Figure 1. Close-up of the layout.
Region (27, 87) to (77, 137) microns. Cells in grey, sequential cells in the stronger grey; small squares are vias.
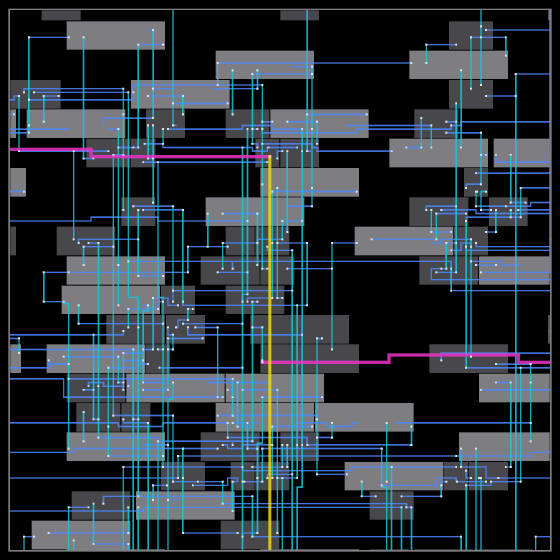
Figure 2. Logic cells by family.
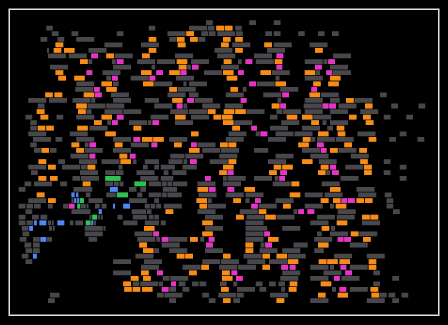
Figure 3. Where the registers sit.
Other sequential cells in the stronger grey, the rest of the logic in the fainter grey.
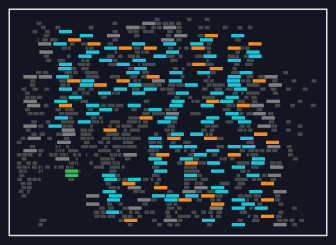
File: config.mk
export PLATFORM = sky130hd
export DESIGN_NAME = io_responder
export DESIGN_NICKNAME = d
export VERILOG_FILES = /design/src/rtl/io_responder.sv
export SDC_FILE = /design/constraint.sdc
export NUM_CORES = 1
export LEC_CHECK = 0
export ABC_CLOCK_PERIOD_IN_PS = 2100
export CORE_ASPECT_RATIO = 0.7
export CORE_MARGIN = 4
export CORE_UTILIZATION = 30
export DETAILED_ROUTE_END_ITERATION = 10
export PLACE_DENSITY = 0.47
export SLEW_MARGIN = 30
export SYNTH_ARGS = -nofsm -noshare
export SYNTH_HDL_FRONTEND = slang
export SYNTH_SLANG_ARGS = --single-unit
File: constraint.sdc
create_clock -name clk -period 2.1 [get_ports clk]
set_clock_uncertainty 0.1 [all_clocks]
set_input_delay 0.21 -clock clk [delete_from_list [all_inputs] [get_ports clk]]
set_output_delay 0.21 -clock clk [all_outputs]
set_load 0.01 [all_outputs]
File: src/rtl/io_responder.sv
// io_responder: KS-10 IO bus target serving a 4-word scratch/diagnostic window.
// Define IORESP_STATS_EN to make word 3 return the transaction counter.
module io_responder #(
  parameter logic [17:0] BASE_ADDR = 18'o200000,
  parameter int unsigned ACK_DELAY = 1
) (
  input  logic        clk,
  input  logic        rstN,
  input  logic        clken,
  input  logic        busREQI,
  input  logic        busIO,
  input  logic        busWRITE,
  input  logic [17:0] busADDRI,
  input  logic [35:0] busDATAI,
  output logic        busACKO,
  output logic [35:0] busDATAO,
  output logic        busBUSY
);

  typedef enum logic [1:0] {
    S_IDLE,
    S_WAIT,
    S_ACK,
    S_HOLD
  } state_t;

  localparam logic [1:0] DLY = ACK_DELAY[1:0];

  state_t      state_q;
  logic        req_last_q;
  logic [1:0]  dly_q;
  logic [1:0]  word_q;
  logic        wr_q;
  logic [35:0] wdata_q;
  logic [35:0] reg_q [3];
  logic        ack_q;
  logic [35:0] dout_q;
`ifdef IORESP_STATS_EN
  logic [35:0] cnt_q;
`endif

  logic        hit;
  logic        start;
  logic        in_idle;
  logic        fire;
  logic        cur_wr;
  logic [1:0]  cur_word;
  logic [35:0] cur_data;
  logic [35:0] rdata_d;

  assign hit     = busADDRI[17:2] == BASE_ADDR[17:2];
  assign start   = busREQI & busIO & ~req_last_q & hit;
  assign in_idle = state_q == S_IDLE;

  // Zero-delay acks complete straight out of IDLE, so use live bus fields.
  assign cur_word = in_idle ? busADDRI[1:0] : word_q;
  assign cur_wr   = in_idle ? busWRITE : wr_q;
  assign cur_data = in_idle ? busDATAI : wdata_q;

  assign fire = in_idle
              ? (start & (DLY == 2'd0))
              : ((state_q == S_WAIT) & busREQI & (dly_q == 2'd1));

  always_comb begin
    rdata_d = '0;
    unique case (cur_word)
      2'd0: rdata_d = reg_q[0];
      2'd1: rdata_d = reg_q[1];
      2'd2: rdata_d = reg_q[2];
      2'd3: begin
`ifdef IORESP_STATS_EN
        rdata_d = cnt_q;
`else
        rdata_d = '0;
`endif
      end
      default: rdata_d = '0;
    endcase
  end

  always_ff @(posedge clk or negedge rstN) begin
    if (!rstN) begin
      state_q    <= S_IDLE;
      req_last_q <= 1'b0;
      dly_q      <= '0;
      word_q     <= '0;
      wr_q       <= 1'b0;
      wdata_q    <= '0;
      ack_q      <= 1'b0;
      dout_q     <= '0;
      for (int i = 0; i < 3; i++) reg_q[i] <= '0;
`ifdef IORESP_STATS_EN
      cnt_q      <= '0;
`endif
    end else if (clken) begin
      req_last_q <= busREQI;
      ack_q      <= 1'b0;
      dout_q     <= '0;
      if (in_idle && start) begin
        word_q  <= busADDRI[1:0];
        wr_q    <= busWRITE;
        wdata_q <= busDATAI;
        dly_q   <= DLY;
      end
      if (fire) begin
        state_q <= S_ACK;
        ack_q   <= 1'b1;
        dout_q  <= cur_wr ? '0 : rdata_d;
        // Word 3 is read-only; writes to it are acked and dropped.
        for (int i = 0; i < 3; i++) begin
          if (cur_wr && cur_word == 2'(i)) reg_q[i] <= cur_data;
        end
`ifdef IORESP_STATS_EN
        cnt_q   <= cnt_q + 36'd1;
`endif
      end else begin
        case (state_q)
          S_IDLE: if (start) state_q <= S_WAIT;
          S_WAIT: begin
            if (!busREQI) state_q <= S_IDLE;
            else          dly_q   <= dly_q - 2'd1;
          end
          S_ACK:  state_q <= S_HOLD;
          S_HOLD: if (!busREQI) state_q <= S_IDLE;
          default: state_q <= S_IDLE;
        endcase
      end
    end
  end

  assign busACKO  = ack_q;
  assign busDATAO = dout_q;
  assign busBUSY  = state_q != S_IDLE;

endmodule

==> flow_summary.json <==
{
  "final_cell_mix": "187 x dfrtp_1, 113 x mux2_2, 96 x clkdlybuf4s50_1, 60 x mux2_4",
  "reg2regPathDepth": 5,
  "p_leak_nw": 5.405,
  "cts_buffers": 17,
  "ys_ff": 189,
  "dieArea_sq_um": 31190,
  "bufAreaShareNonClock_pct": 14.29,
  "critPathSlowestCell": "or4_4",
  "ff_count": 189,
  "ys_sh_adder_pct": 0.1469,
  "switching_share_pct": 23.32,
  "hold_viol_final": 0,
  "clock_sinks": 189,
  "critPathBufInv": 1,
  "maxSlewHeadroom_pct": 54.02,
  "cap_violations": 0,
  "synthAoiAreaFrac_pct": 9.066,
  "comb.multi_input.count": 336,
  "cts_hold_buf": 1,
  "hp-class": "in2async",
  "r2r-end": "reg_q[81]",
  "worstSetupEndpoint": "reg_q[81]",
  "p_seq_share_pct": 49.9,
  "total_power_w": 0.007291,
  "vias": 5263,
  "area_growth_pct": 28.22,
  "inv_count": 3,
  "overflow": 0,
  "cts_setup_buffers": 1,
  "largestClassByArea": "registers",
  "p_seq_w": 0.00364,
  "antenna_found_initial": 0,
  "regMostFlops": "reg_q",
  "grt_pass1_wl_mm": 35.03,
  "nNetsFinal": 751,
  "drcViolationCount": 0,
  "maxPowerGroup": "registers",
  "pwr-share-clk_pct": 44.6,
  "clock_area_share_pct": 5.443,
  "r2r_slack_ps": 80,
  "place_inst": 1039,
  "track_usage_pct": 14.30,
  "ctsRootBufferMaster": "clkbuf_16",
  "xor_share_pct": 0,
  "layout-drive-gt1-share_pct": 37.84,
  "largest_reg_flops": 108,
  "p_switching_w": 0.001700,
  "die_y_microns": 149.0,
  "finalMaxSlewViolations": 0,
  "crit_required_ps": 2320,
  "cts_tree": "yes",
  "syn_area_sq_um": 8516,
  "post-route-min-period_ps": 2016,
  "routed_wl_mm": 21.91,
  "num_rows": 51,
  "worst_hold_slack_ps": 249.3,
  "tightest_slew_ps": 689.7,
  "globalplace.congestion": 0.7175,
  "wl_per_cell_microns": 20.40,
  "synthTopLogicFamily": "multiplexers",
  "cts_resized": 2,
  "warnings": 27,
  "yosysWarnings": 0,
  "postSynthSeqShare_pct": 55.54,
  "antenna_cells": 0,
  "worstPathMaxFanout": 23,
  "critPathArrivalTime_ps": 2230,
  "fin_area_sq_um": 10920,
  "cpLargestDelayFamily": "simple AND/OR/NAND/NOR gates",
  "timing.setup.tns_ps": 0,
  "pwr-share-comb_pct": 5.5,
  "post-route-period-util_pct": 95.99,
  "syn_nets": 627,
  "rsz0062_at_grt": "true",
  "comb_area_sq_um": 3557,
  "synth.mux.area_fraction_pct": 26.98,
  "crit_cells": 5,
  "postSynthCellCount": 566,
  "seq-cell-share_pct": 43.34,
  "p_comb_w": 0.000401,
  "fmaxAchievable_mhz": 496.1,
  "p_per_area_nw_per_um2": 667.7,
  "worstSetupPathType": "reg2reg",
  "n_all_buffers": 143,
  "synth_area_per_cell_sq_um": 15.05,
  "ys_area_sq_um": 8516,
  "p_clk_w": 0.00325,
  "fp_util_pct": 30.54,
  "clock_path_buffers": 2,
  "peakVddDrop_v": 0.0005964,
  "dr.pass1.iters": 4,
  "place_ws_ps": -255.7,
  "nFillCells": 2604,
  "dieWidth_microns": 209.4,
  "fin_util_pct": 39.16,
  "start_kind": "flip-flop",
  "synth.distinct_cells": 34,
  "drt_iter0_markers": 299,
  "dpl_cell_area_sq_um": 10270,
  "clkTransAtPathRegs_ps": 70,
  "clkbuf_count": 20,
  "pin_count": 98,
  "drtAntennaViolNets": 0,
  "viasPerCell": 4.900,
  "setup-violations-final": 0,
  "h-tree-depth": 4,
  "path_cells": "or4_4 > o31ai_4 > nand3_4 > buf_12 > mux2_4",
  "top_cells_by_area": "dfrtp_1 56%, mux2_2 15%, mux2_4 11%, a221o_1 4.2%, a22o_1 3.7%",
  "ys_cells": 566,
  "synth-simple-area-share_pct": 5.407,
  "synth_top_area_share_pct": 55.54,
  "dp_hpwl_mm": 14.04,
  "nWellTaps": 371,
  "worst_path_largest_cell_delay_ps": 560,
  "crit_path_end_kind": "flip-flop",
  "status": "completed"
}
Notes on Figure 1 above:
Key: met4 = yellow; met1 = blue; met3 = magenta; met2 = cyan
67 logic cells have their middle in the window. Netlist names of flops here include `reg_q` (18), `busDATAO` (6). Most frequent: dfrtp_1 (25), mux2_4 (11), mux2_2 (8). Sequential cells in the window: 25.

Notes on Figure 2 above:
Key: NOR gates = blue [cells 15]; AND-OR and OR-AND gates = magenta [cells 74]; multiplexers = orange [cells 184, where spread over the die]; inverting AOI/OAI gates = green [cells 7]
logic share of the area: 32.58%
dominant logic cell type in the layout: dfrtp_1
Layout Cells excl Fill: 1074

Notes on Figure 3 above:
Key: `reg_q` = cyan [flops 108]; `dly_q` = green [flops 2]; `busDATAO` = orange [flops 36]
Another 43 sequential cells are not coloured.

-- Yosys cell counts --
cell	n
a21boi_0	1
o21ai_4	2
nand2_1	7
or4_4	1
and3_1	36
ha_1	1
o31ai_1	1
dfrtp_1	189
clkbuf_1	16
or3_1	1
nor2_2	1
buf_6	10
nand2b_1	2
o31ai_4	1
inv_1	3
o31a_1	1
nand3_4	3
mux2_1	11
buf_2	12
nand3b_1	1
nor3_1	5
nor4_1	2
mux2_2	113
nor4b_1	1
or4b_4	2
nand3_1	2
nor4bb_1	1
a21o_1	1
a221o_1	36
nor2_1	5
mux2_4	60
a22o_1	36
a31oi_1	1
a21oi_1	1
-- metal layers --
layer  wire (microns)  global-route usage (%)
met5                0                       0
met4              208                   2.869
met3              817                   3.574
met2             9957                   23.21
met1            10930                   19.65
Power is estimated from default activity; no workload was simulated.
